Figure 1. Metal 1 (run 1).
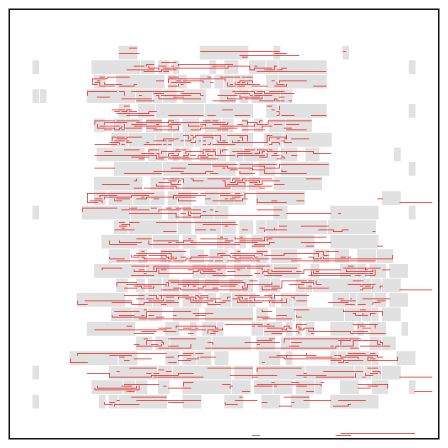
Figure 2. Metal 2 (run 1).
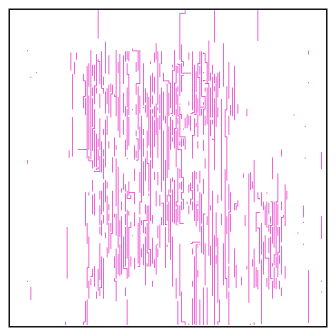
Figure 3. Met3 routing (run 1).
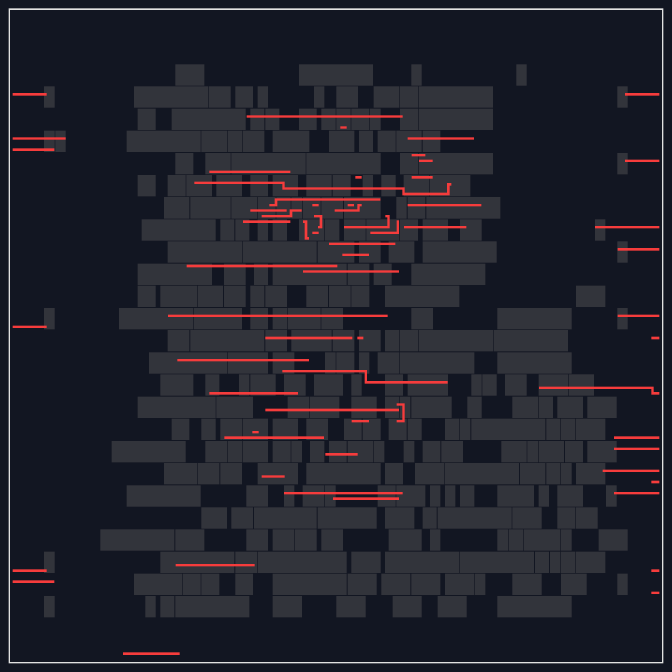
Figure 4. Met4 routing (run 1).
Scale bar: 20 um.
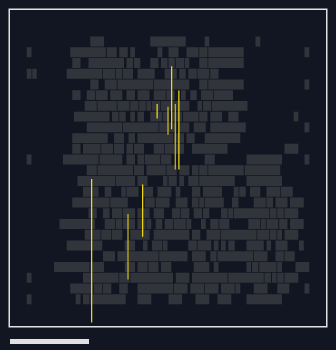
`config.mk`:
```
export PLATFORM = sky130hd
export DESIGN_NAME = chip8_timer_ctrl
export DESIGN_NICKNAME = d
export VERILOG_FILES = /design/src/rtl/chip8_timer_ctrl.sv
export SDC_FILE = /design/constraint.sdc
export NUM_CORES = 1
export LEC_CHECK = 0
export ABC_CLOCK_PERIOD_IN_PS = 2900
export CORE_MARGIN = 4
export CORE_UTILIZATION = 45
export CTS_CLUSTER_DIAMETER = 200
export DETAILED_ROUTE_END_ITERATION = 10
export HOLD_SLACK_MARGIN = 0.06
export PLACE_DENSITY = 0.77
export SETUP_SLACK_MARGIN = 0.4
export SYNTH_ARGS = -nofsm -noshare
export SYNTH_HDL_FRONTEND = slang
export SYNTH_SLANG_ARGS = --single-unit
```
`constraint.sdc`:
```
create_clock -name clk -period 2.9 [get_ports clk]
set_clock_uncertainty 0.15 [all_clocks]
set_input_delay 0.58 -clock clk [delete_from_list [all_inputs] [get_ports clk]]
set_output_delay 0.58 -clock clk [all_outputs]
set_load 0.005 [all_outputs]
```
`src/rtl/chip8_timer_ctrl.sv`:
```
// CHIP-8 delay/sound timers driven by a 60 Hz prescaler built on an external
// countdown Timer, with CPU write access and a square-wave buzzer.
module chip8_timer_ctrl #(
    parameter logic [15:0] TICK_RELOAD = 16'd999,
    parameter logic [15:0] TONE_HALF   = 16'd12
) (
    input  logic        clk,
    input  logic        reset,
    input  logic        tmr_is_zero,
    output logic        tmr_set,
    output logic [15:0] tmr_value,
    input  logic        wr_en,
    input  logic        wr_sel,
    input  logic [7:0]  wr_data,
    output logic [7:0]  dt_value,
    output logic        st_active,
    output logic        frame_tick,
    output logic        tone
);

    localparam int unsigned REG_W = 8;
    localparam int unsigned CNT_W = 16;

    typedef enum logic [1:0] {
        S_INIT = 2'd0,
        S_ARM  = 2'd1,
        S_RUN  = 2'd2
    } state_e;

    state_e             state_q, state_d;
    logic               tmr_set_q, tmr_set_d;
    logic               frame_tick_q, frame_tick_d;
    logic [REG_W-1:0]   dt_q, dt_d;
    logic [REG_W-1:0]   st_q, st_d;
    logic [CNT_W-1:0]   tone_cnt_q, tone_cnt_d;
    logic               tone_q, tone_d;

    // Prescaler FSM, timer registers and tone generator next-state logic
    always_comb begin
        state_d      = state_q;
        tmr_set_d    = 1'b0;
        frame_tick_d = 1'b0;
        dt_d         = dt_q;
        st_d         = st_q;
        tone_cnt_d   = tone_cnt_q;
        tone_d       = tone_q;

        // isZero is ignored in ARM so a still-zero Timer cannot double-tick
        case (state_q)
            S_INIT: begin
                tmr_set_d = 1'b1;
                state_d   = S_ARM;
            end
            S_ARM: begin
                state_d = S_RUN;
            end
            S_RUN: begin
                if (tmr_is_zero) begin
                    tmr_set_d    = 1'b1;
                    frame_tick_d = 1'b1;
                    state_d      = S_ARM;
                end
            end
            default: begin
                state_d = S_INIT;
            end
        endcase

        // A write on a tick edge overrides the decrement of that register only
        if (wr_en && !wr_sel) begin
            dt_d = wr_data;
        end else if (frame_tick_d && (dt_q != '0)) begin
            dt_d = dt_q - REG_W'(1);
        end

        if (wr_en && wr_sel) begin
            st_d = wr_data;
        end else if (frame_tick_d && (st_q != '0)) begin
            st_d = st_q - REG_W'(1);
        end

        // Phase only advances while ST stays non-zero across the edge
        if (st_d == '0) begin
            tone_cnt_d = '0;
            tone_d     = 1'b0;
        end else if (st_q != '0) begin
            if (tone_cnt_q == (TONE_HALF - CNT_W'(1))) begin
                tone_cnt_d = '0;
                tone_d     = ~tone_q;
            end else begin
                tone_cnt_d = tone_cnt_q + CNT_W'(1);
            end
        end
    end

    always_ff @(posedge clk or negedge reset) begin
        if (!reset) begin
            state_q      <= S_INIT;
            tmr_set_q    <= 1'b0;
            frame_tick_q <= 1'b0;
            dt_q         <= '0;
            st_q         <= '0;
            tone_cnt_q   <= '0;
            tone_q       <= 1'b0;
        end else begin
            state_q      <= state_d;
            tmr_set_q    <= tmr_set_d;
            frame_tick_q <= frame_tick_d;
            dt_q         <= dt_d;
            st_q         <= st_d;
            tone_cnt_q   <= tone_cnt_d;
            tone_q       <= tone_d;
        end
    end

    assign tmr_set    = tmr_set_q;
    assign tmr_value  = TICK_RELOAD;
    assign dt_value   = dt_q;
    assign st_active  = (st_q != '0);
    assign frame_tick = frame_tick_q;
    assign tone       = tone_q;

endmodule

```
==> results.sh, run 1 <==
# physical design summary
export IMPL_yosys_stat_seqShare=0.396
export IMPL_placeableCoreArea_um2=4880
export IMPL_pwr_share_seq=0.395
export IMPL_die_width_um=80.1
export IMPL_ys_sh_simple=0.217
export IMPL_postSynth_asyncResetShare=1.00
export IMPL_postSynth_topFlopCell="dfrtp_1"
export IMPL_h_tree_depth=2
export IMPL_port_buffers=24
export IMPL_ys_top_cells_by_area="dfrtp_1 (40%), xor2_1 (5.2%), buf_4 (5.1%), a31oi_1 (5.1%), ha_1 (2.7%)"
export IMPL_finalSetupViolCount=0
export IMPL_timing_worst_slew_pin_value_ns=0.806
export IMPL_powerComb_w=0.00105
export IMPL_route_layer_met1_wl_mm=2.39
export IMPL_endpoint_kind="flop"
export IMPL_crit_path_cell_trace="inv_2, ha_4, or4b_4, buf_4, o211ai_1, nand2_1, o31ai_4, buf_12, a32oi_1"
export IMPL_final_cell_area_um2=2840
export IMPL_n_clock_buffer=7
export IMPL_status="completed"
export IMPL_post_layout_worst_setup_margin_ns=0.399
export IMPL_top_area_frac=0.396
export IMPL_cpPeakStageDelay_ns=0.48
export IMPL_number_of_antenna_violations_at_the_first_check_in_global_routing=0
export IMPL_grt_first_pass_wirelength_mm=9.34
Notes on Figure 1 above:
wire length on this layer = 2390 um
nets with wire on the layer = 265
share of all routed wire = 42%
Detailed Route WL: 5.70 mm
overall via count from detail_route: 2057

Notes on Figure 2 above:
longest straight run = 43.7 um
main direction = vertical
wire length on this layer = 2750 um
fraction of met2 tracks used by global routing: 0.311

Notes on Figure 3 above:
nets with wire on the layer = 53
wire length on this layer = 438 um
met3 Track Usage GR: 0.0404

Notes on Figure 4 above:
main direction = vertical
nets with wire on the layer = 8

Figure 5. Congestion heat map (run 1).
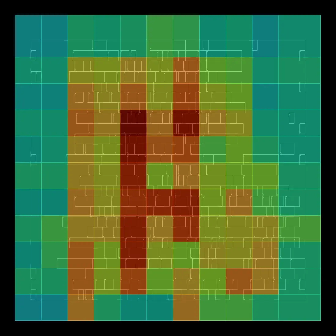

--- run 2 (diff from run 1) ---
Settings changed: PLACE_DENSITY 0.77 to default, PLACE_DENSITY_LB_ADDON from default to 0.08.
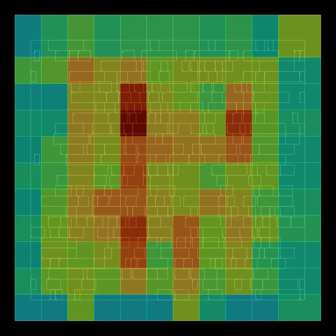
Figure 6: run 2, congestion heat map.
Routed wire per std cell: 15.8 um
core occupancy in the finished layout: 0.582

==> run 2 against run 1 <==
Final cell count increased by 0.87%. Via count decreased by 4.5%. Largest cell class unchanged. Sequential share of layout area about the same. Register-to-register slack about the same. Critical path depth unchanged. Setup slack improved by 0.0060 ns. Die size unchanged. Wire length decreased by 3.0%. Global-route usage decreased by 1.0 points. Critical endpoint unchanged. Flip-flop count unchanged. Area after synthesis unchanged.
==> results.sh, run 2 <==
# physical design summary
export IMPL_pwr_share_seq=0.417
export IMPL_endpoint_kind="flop"
export IMPL_n_clock_buffer=6
export IMPL_route_layer_met1_wl_mm=2.82
export IMPL_yosys_stat_seqShare=0.396
export IMPL_powerComb_w=0.00101
export IMPL_status="completed"
export IMPL_post_layout_worst_setup_margin_ns=0.405
export IMPL_number_of_antenna_violations_at_the_first_check_in_global_routing=0
export IMPL_placeableCoreArea_um2=4880
export IMPL_synthTopLogicFamily="simple AND/OR/NAND/NOR gates"
export IMPL_postSynth_asyncResetShare=1.00
export IMPL_postSynth_topFlopCell="dfrtp_1"
export IMPL_grt_met3_usage=0.0370
export IMPL_h_tree_depth=2
export IMPL_top_area_frac=0.396
export IMPL_timing_worst_slew_pin_value_ns=0.838
export IMPL_syn_area_um2=2340
export IMPL_crit_path_cell_trace="inv_2, ha_4, or4b_4, buf_4, o211ai_1, nand2_1, o31ai_4, buf_12, a32oi_1"
export IMPL_grt_first_pass_wirelength_mm=8.94
export IMPL_ys_sh_simple=0.217
export IMPL_finalSetupViolCount=0
export IMPL_cpPeakStageDelay_ns=0.49
export IMPL_port_buffers=24
export IMPL_reg2reg_depth=9
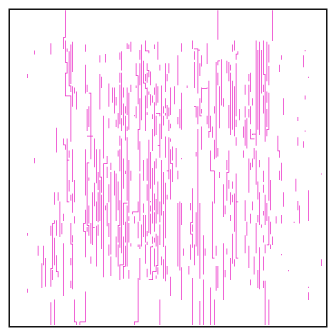
Figure 7: run 2, metal 2.
main direction = vertical
longest straight run = 32.0 um
share of all routed wire = 44%
nets with wire on the layer = 253
wire length on this layer = 2420 um
Detailed Route WL: 5.53 mm
overall via count from detail_route: 1965
fraction of met2 tracks used by global routing: 0.273

--- run 3 (diff from run 2) ---
Settings changed: SLEW_MARGIN from default to 20.
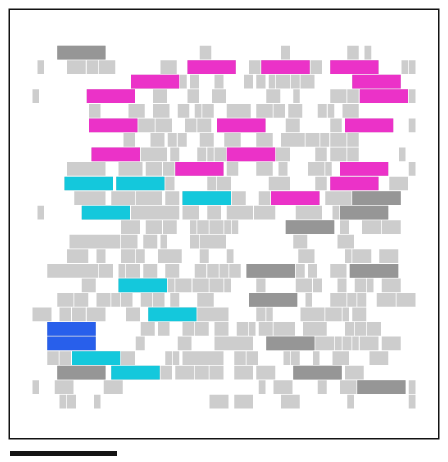
Figure 8: run 3, sequential cells grouped by signal name.
Scale bar: 20 um.
state_q -> blue  # flops 2
tone_cnt_q -> magenta  # flops 16
st_q -> cyan  # flops 8
not colored = 11
sequential share of cell area: 0.326
area of all sequential standard cells: 926 um2
seq pwr: 0.000972 W

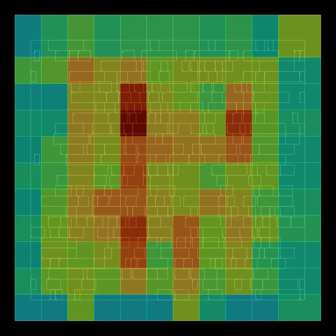
Figure 9: run 3, congestion heat map.
met3 Track Usage GR: 0.0370
Overall Global Routing Usage: 0.177
routing layer with the top usage in global route: met2
GR Util met1: 0.262

==> run 3 against run 2 <==
First-iteration DRC count unchanged. Flip-flop count unchanged. Critical endpoint unchanged. Sequential share of layout area did not move. Via count is the same. Combinational power barely moved. Critical path depth unchanged. Die size is the same. Final cell count is the same.
==> results.sh, run 3 <==
# physical design summary
export IMPL_status="completed"
export IMPL_worst_r2r_startpoint="st_q[0]"
export IMPL_endpoint_kind="flop"
export IMPL_ys_top_cells_by_area="dfrtp_1 (40%), xor2_1 (5.2%), buf_4 (5.1%), a31oi_1 (5.1%), ha_1 (2.7%)"
export IMPL_yosysWarningCount=0
export IMPL_switching_portion_of_total_power=0.399
export IMPL_num_vias=1965
export IMPL_postSynth_topFlopCell="dfrtp_1"
export IMPL_placeableCoreArea_um2=4880
export IMPL_post_cts_setup_buffers=5
export IMPL_cpPeakStageDelay_ns=0.49
export IMPL_num_multi_input_gates=183
export IMPL_route_layer_met1_wl_mm=2.82
export IMPL_die_width_um=80.1
export IMPL_h_tree_depth=2
export IMPL_synthTopLogicFamily="simple AND/OR/NAND/NOR gates"
export IMPL_finalSetupViolCount=0
export IMPL_post_layout_worst_setup_margin_ns=0.405
export IMPL_top_area_frac=0.396
export IMPL_crit_path_cell_trace="inv_2, ha_4, or4b_4, buf_4, o211ai_1, nand2_1, o31ai_4, buf_12, a32oi_1"
export IMPL_powerComb_w=0.00101
export IMPL_non_clock_inverter_total_of_the_final_layout=7
export IMPL_yosys_stat_seqShare=0.396
export IMPL_crit_buf_inv=3
export IMPL_use_met2=0.273
export IMPL_totalWireLength_mm=5.53
export IMPL_timing_worst_slew_pin_value_ns=0.838
export IMPL_final_cell_area_um2=2840
export IMPL_n_clock_buffer=6
export IMPL_number_of_antenna_violations_at_the_first_check_in_global_routing=0
export IMPL_postSynth_asyncResetShare=1.00
export IMPL_reg2reg_depth=9
export IMPL_biggestCellCategory="multi-input combinational cells"
export IMPL_power_report_internal_total_w=0.00140
export IMPL_pwr_share_seq=0.417
export IMPL_detailedPlacementHpwl_mm=3.98
export IMPL_port_buffers=24
export IMPL_critical_path_endpoint="tone_cnt_q[3]"
export IMPL_ys_sh_simple=0.217
export IMPL_layout_core_utilization=0.582
export IMPL_route_detailed_drc=0
export IMPL_post_drt_wl_per_cell_um=15.8
export IMPL_syn_area_um2=2340
export IMPL_stdcell_count=349
Power and IR drop assume default switching activity.
